**Metal 4**

The bar under the picture is 100 µm long.
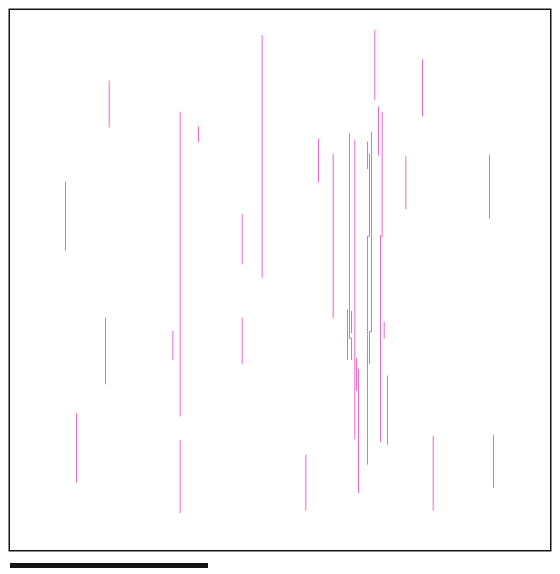
**Logic cells by family**

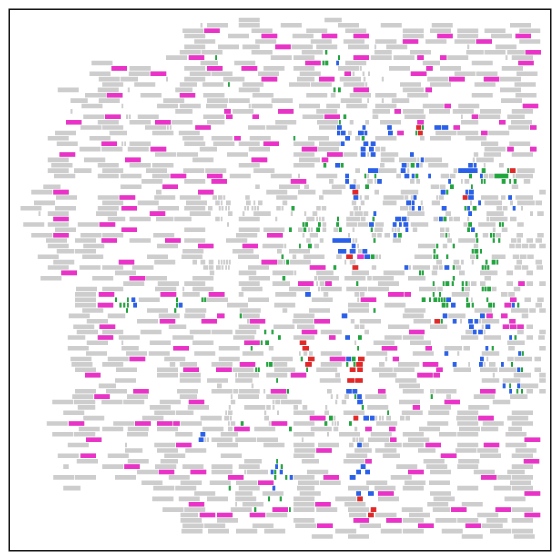
**Signal wires by layer**

Two of the layers only.
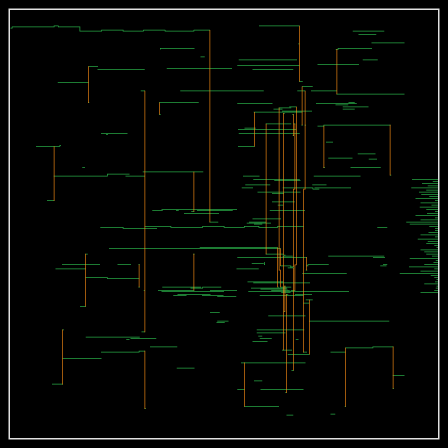
**Routing congestion map**

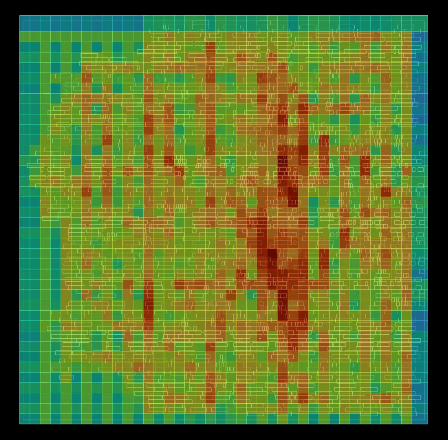
**Register map, names as in the netlist**

The bar under the picture is 100 µm long.
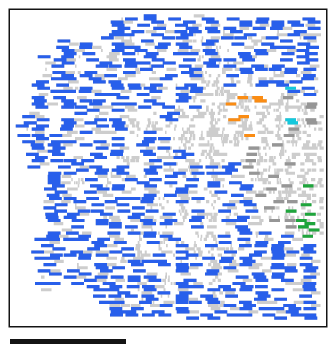
File: config.mk
export PLATFORM = sky130hd
export DESIGN_NAME = leitor_caminho_anterior_flat
export DESIGN_NICKNAME = d
export VERILOG_FILES = /design/src/rtl/leitor_caminho_anterior_if.sv /design/src/rtl/leitor_caminho_anterior.sv /design/src/flat_wrapper.sv
export SDC_FILE = /design/constraint.sdc
export NUM_CORES = 1
export LEC_CHECK = 0
export CAP_MARGIN = 10
export CORE_MARGIN = 2
export CORE_UTILIZATION = 35
export CTS_CLUSTER_SIZE = 10
export DETAILED_ROUTE_END_ITERATION = 6
export PLACE_DENSITY_LB_ADDON = 0.05
export SLEW_MARGIN = 5
export SYNTH_ARGS = -nofsm -noshare
export SYNTH_HDL_FRONTEND = slang
export SYNTH_SLANG_ARGS = --single-unit
File: constraint.sdc
create_clock -name clk -period 4.55 [get_ports clk]
set_input_delay 0.91 -clock clk [delete_from_list [all_inputs] [get_ports clk]]
set_output_delay 0.91 -clock clk [all_outputs]
set_load 0.01 [all_outputs]
File: src/rtl/leitor_caminho_anterior_if.sv
// Path stream interface: producer (master) presents nodes, consumer (slave) accepts on valid&ready.
interface leitor_caminho_anterior_if #(
    parameter int unsigned ADDR_WIDTH = 9
);
    logic                  valid;
    logic                  ready;
    logic [ADDR_WIDTH-1:0] addr;
    logic                  last;

    modport master (output valid, output addr, output last, input ready);
    modport slave  (input valid, input addr, input last, output ready);
endinterface

File: src/rtl/leitor_caminho_anterior.sv
// Walks the predecessor chain from destino back to fonte into a LIFO, then streams it fonte-first.
// Optional feature: LEITOR_CAMINHO_TAMANHO_EN adds the caminho_tamanho path-length output.
module leitor_caminho_anterior #(
    parameter int unsigned ADDR_WIDTH  = 9,
    parameter int unsigned MAX_CAMINHO = 64,
    parameter int unsigned CNT_WIDTH   = $clog2(MAX_CAMINHO + 1)
) (
    input  logic                      clk,
    input  logic                      rst_n,
    input  logic                      inicio_in,
    input  logic [ADDR_WIDTH-1:0]     fonte_in,
    input  logic [ADDR_WIDTH-1:0]     destino_in,
    output logic                      mem_rd_en,
    output logic [ADDR_WIDTH-1:0]     mem_rd_addr,
    input  logic [ADDR_WIDTH-1:0]     mem_rd_data,
    leitor_caminho_anterior_if.master caminho,
    output logic                      ocupado,
    output logic                      pronto,
    output logic                      erro
`ifdef LEITOR_CAMINHO_TAMANHO_EN
    ,
    output logic [CNT_WIDTH-1:0]      caminho_tamanho
`endif
);

    localparam int unsigned IDX_WIDTH = (MAX_CAMINHO > 1) ? $clog2(MAX_CAMINHO) : 1;
    localparam logic [CNT_WIDTH-1:0] CNT_MAX = CNT_WIDTH'(MAX_CAMINHO);

    typedef enum logic [2:0] {
        OCIOSO,
        LER,
        ESPERAR,
        EMITIR,
        FIM,
        ERRO
    } estado_t;

    estado_t               state;
    logic [CNT_WIDTH-1:0]  count;
    logic [ADDR_WIDTH-1:0] fonte;
    logic [ADDR_WIDTH-1:0] cur;
    logic                  valid_q;
    logic [ADDR_WIDTH-1:0] addr_q;
    logic                  last_q;
    logic [ADDR_WIDTH-1:0] lifo [MAX_CAMINHO];

    logic                  push_en_c;
    logic [IDX_WIDTH-1:0]  push_idx_c;
    logic [ADDR_WIDTH-1:0] push_data_c;
    logic [IDX_WIDTH-1:0]  pop_idx_c;

    assign mem_rd_addr   = cur;
    assign caminho.valid = valid_q;
    assign caminho.addr  = addr_q;
    assign caminho.last  = last_q;

    // LIFO write port: destino on start, each predecessor until the LIFO is full
    always_comb begin
        push_en_c   = 1'b0;
        push_idx_c  = IDX_WIDTH'(count);
        push_data_c = mem_rd_data;
        pop_idx_c   = IDX_WIDTH'(count - CNT_WIDTH'(2));
        if (state == OCIOSO && inicio_in) begin
            push_en_c   = 1'b1;
            push_idx_c  = '0;
            push_data_c = destino_in;
        end else if (state == ESPERAR && count != CNT_MAX) begin
            push_en_c = 1'b1;
        end
    end

    always_ff @(posedge clk) begin
        if (push_en_c) lifo[push_idx_c] <= push_data_c;
    end

`ifdef LEITOR_CAMINHO_TAMANHO_EN
    logic [CNT_WIDTH-1:0] tamanho;
    assign caminho_tamanho = tamanho;
`endif

    always_ff @(posedge clk or negedge rst_n) begin
        if (!rst_n) begin
            state     <= OCIOSO;
            count     <= '0;
            fonte     <= '0;
            cur       <= '0;
            mem_rd_en <= 1'b0;
            valid_q   <= 1'b0;
            addr_q    <= '0;
            last_q    <= 1'b0;
            ocupado   <= 1'b0;
            pronto    <= 1'b0;
            erro      <= 1'b0;
`ifdef LEITOR_CAMINHO_TAMANHO_EN
            tamanho   <= '0;
`endif
        end else begin
            mem_rd_en <= 1'b0;
            pronto    <= 1'b0;
            erro      <= 1'b0;
            unique case (state)
                OCIOSO: begin
                    if (inicio_in) begin
                        fonte   <= fonte_in;
                        cur     <= destino_in;
                        count   <= CNT_WIDTH'(1);
                        ocupado <= 1'b1;
`ifdef LEITOR_CAMINHO_TAMANHO_EN
                        tamanho <= '0;
`endif
                        if (destino_in == fonte_in) begin
                            state   <= EMITIR;
                            valid_q <= 1'b1;
                            addr_q  <= destino_in;
                            last_q  <= 1'b1;
`ifdef LEITOR_CAMINHO_TAMANHO_EN
                            tamanho <= CNT_WIDTH'(1);
`endif
                        end else begin
                            state     <= LER;
                            mem_rd_en <= 1'b1;
                        end
                    end
                end
                LER: state <= ESPERAR;
                ESPERAR: begin
                    // A full LIFO means a cycle or an over-long path: abort instead of pushing
                    if (count == CNT_MAX) begin
                        state <= ERRO;
                        erro  <= 1'b1;
                        count <= '0;
`ifdef LEITOR_CAMINHO_TAMANHO_EN
                        tamanho <= '0;
`endif
                    end else begin
                        count <= count + CNT_WIDTH'(1);
                        cur   <= mem_rd_data;
                        if (mem_rd_data == fonte) begin
                            state   <= EMITIR;
                            valid_q <= 1'b1;
                            addr_q  <= mem_rd_data;
                            last_q  <= 1'b0;
`ifdef LEITOR_CAMINHO_TAMANHO_EN
                            tamanho <= count + CNT_WIDTH'(1);
`endif
                        end else begin
                            state     <= LER;
                            mem_rd_en <= 1'b1;
                        end
                    end
                end
                EMITIR: begin
                    if (valid_q && caminho.ready) begin
                        count <= count - CNT_WIDTH'(1);
                        if (last_q) begin
                            state   <= FIM;
                            valid_q <= 1'b0;
                            last_q  <= 1'b0;
                            pronto  <= 1'b1;
                        end else begin
                            addr_q <= lifo[pop_idx_c];
                            last_q <= (count == CNT_WIDTH'(2));
                        end
                    end
                end
                FIM: begin
                    count   <= '0;
                    ocupado <= 1'b0;
                    state   <= OCIOSO;
                end
                ERRO: begin
                    ocupado <= 1'b0;
                    state   <= OCIOSO;
                end
                default: begin
                    ocupado <= 1'b0;
                    state   <= OCIOSO;
                end
            endcase
        end
    end

endmodule

File: src/flat_wrapper.sv
// flat-port wrapper written by rule: the top's interface ports become plain ports
module leitor_caminho_anterior_flat 
#(
    parameter int unsigned ADDR_WIDTH  = 9,
    parameter int unsigned MAX_CAMINHO = 64,
    parameter int unsigned CNT_WIDTH   = $clog2(MAX_CAMINHO + 1)
)
  (clk, rst_n, inicio_in, fonte_in, destino_in, mem_rd_en, mem_rd_addr, mem_rd_data, ocupado, pronto, erro, caminho_valid, caminho_addr, caminho_last, caminho_ready);
  leitor_caminho_anterior_if #(.ADDR_WIDTH(ADDR_WIDTH)) caminho_i ();
  input  logic clk;
  input  logic rst_n;
  input  logic inicio_in;
  input  logic [ADDR_WIDTH-1:0] fonte_in;
  input  logic [ADDR_WIDTH-1:0] destino_in;
  output logic mem_rd_en;
  output logic [ADDR_WIDTH-1:0] mem_rd_addr;
  input  logic [ADDR_WIDTH-1:0] mem_rd_data;
  output logic ocupado;
  output logic pronto;
  output logic erro;
  output wire logic [$bits(caminho_i.valid)-1:0] caminho_valid;
  output wire logic [$bits(caminho_i.addr)-1:0] caminho_addr;
  output wire logic [$bits(caminho_i.last)-1:0] caminho_last;
  input wire logic [$bits(caminho_i.ready)-1:0] caminho_ready;
  assign caminho_valid = caminho_i.valid;
  assign caminho_addr = caminho_i.addr;
  assign caminho_last = caminho_i.last;
  assign caminho_i.ready = caminho_ready;
  leitor_caminho_anterior #(.ADDR_WIDTH(ADDR_WIDTH), .MAX_CAMINHO(MAX_CAMINHO), .CNT_WIDTH(CNT_WIDTH)) u_core (.clk(clk), .rst_n(rst_n), .inicio_in(inicio_in), .fonte_in(fonte_in), .destino_in(destino_in), .mem_rd_en(mem_rd_en), .mem_rd_addr(mem_rd_addr), .mem_rd_data(mem_rd_data), .caminho(caminho_i), .ocupado(ocupado), .pronto(pronto), .erro(erro));
endmodule
==> reports/qor_table.md <==
| Step | Quantity | This run |
|:---|:---|:---|
| placement | Global placement routability congestion | 0.907 |
| pwr | Internal power | 0.0125 W |
| layout | Buffers excl. clock | 159 |
| setup path | Worst Path Required | 4.77 ns |
| detailed routing | Top Layer Used | met4 |
| cts | CTS max path bufs | 3 |
| grt | Combined global-route utilization of all metal layers | 19.5% |
| detailed routing | Vias per Instance | 5.36 |
| floorplan | Chip height | 273 µm |
| flow run | Warning total across the stage logs | 33 |
| grt | Pin count of the biggest net entering global routing | 126 |
| layout | Max-area cell class | flip-flops and latches |
| logic synthesis | Simple-Gate Area Share | 5.90% |
| grt | Initial antenna violation count | 1 |
| logic synthesis | Number of synthesis warnings | 0 |
| logic synthesis | Count of distinct cell types in the synthesized netlist | 66 |
| status | Run status | finished clean |
| logic synthesis | Most popular library cell in the synthesized design by count | edfxtp_1 |
| min path | Cells on Worst Hold Path | 2 |
| cts | Number of gates resized after CTS | 0 |
| layout | Synthesis-to-finish area growth | 17.1% |
| layout | Register area | 18,400 µm² |
| logic synthesis | MUX share of area | 14.1% |
| cts | Post-CTS Hold Fix Bufs | 0 |
| cts | Clock slew at reported path FFs | 0.05 ns |
| pwr | Switching Share | 35.2% |
| logic synthesis | Adders+Majority by Area | 0.346% |
| detailed routing | Post-route DRC violation count | 0 |
| grt | Vias in the first global route | 14,000 |
| logic synthesis | Async set-reset flop share out of synthesis | 6.95% |
| logic synthesis | Post-synthesis share of cell area spent on and-or and or-and gates | 4.29% |
| setup path | CP top delay family | simple AND/OR/NAND/NOR gates |
| setup path | Startpoint kind of the worst setup timing path | flop |
| layout | Antenna Diode Count | 0 |
| setup path | Worst path bufs/invs | 2 |
| layout | Number of non-clock inverters in the layout | 7 |
| pwr | Largest power group | sequential cells |
| layout | Register bank with the most flops | u_core.lifo |
| logic synthesis | Instance count of the mapped netlist | 1,404 |
| setup path | Worst path depth | 6 |
| logic synthesis | Cells taking the most area after synthesis | edfxtp_1 68%, mux4_2 12%, dfrtp_1 4.3%, nand2_1 2.0%, nor2_1 1.7% |
| logic synthesis | Synth cell count leaders | 576 x edfxtp_1, 138 x mux4_2, 133 x nand2_1, 115 x nor2_1 |
| pwr | Share of power burned in combinational logic | 35.9% |
| logic synthesis | Top cell type's share of synthesized area | 68.3% |
| pwr | Share of power burned in registers | 36.8% |
| min path | Worst Hold Class | reg -> reg |
| sta | RSZ-0062 raised after global routing | no |
| setup path | Kind of end point of the critical path | flop |
| cts | CTS sink count | 619 |
| layout | Fraction of standard cell area in multi-input logic | 22.0% |
| setup path | Startpoint of the most critical register-to-register path | u_core.state[2] |
| sta | Clock Skews | 0.0255 ns |
| layout | Post-route cell area | 29,700 µm² |
| min path | Hold worst-path end | u_core.mem_rd_addr[1] |
| grt | Overflow after GRT | 0 |
| sta | Max-slew violations | 0 |
-- 'metal 4' (at the start) --
- longest straight run: 154 µm
- wire length on this layer: 1,730 µm
- nets with wire on the layer: 21

-- 'logic cells by family' (at the start) --
- non-inverting ao/oa cells: red (cells 22)
- aoi and oai cells: blue (cells 124)
- mux cells: magenta (cells 184; where all over the die)
- nand cells: green (cells 176)

-- 'signal wires by layer' (at the start) --
- M4: orange (wire length 1,730 µm)
- M3: green (wire length 3,440 µm)

-- 'routing congestion map' (at the start) --
routed length per instance: 28.1 µm
met2 track demand over resource: 30.1%
GR Util met1: 28.5%

-- 'register map, names as in the netlist' (at the start) --
- u_core.count: orange (placed flops 7)
- u_core.mem_rd_addr: green (placed flops 9)
- u_core.state: cyan (placed flops 3)
- u_core.lifo: blue (placed flops 576; where all over the die)
- not colored: 24

Power is estimated from default activity; no workload was simulated.
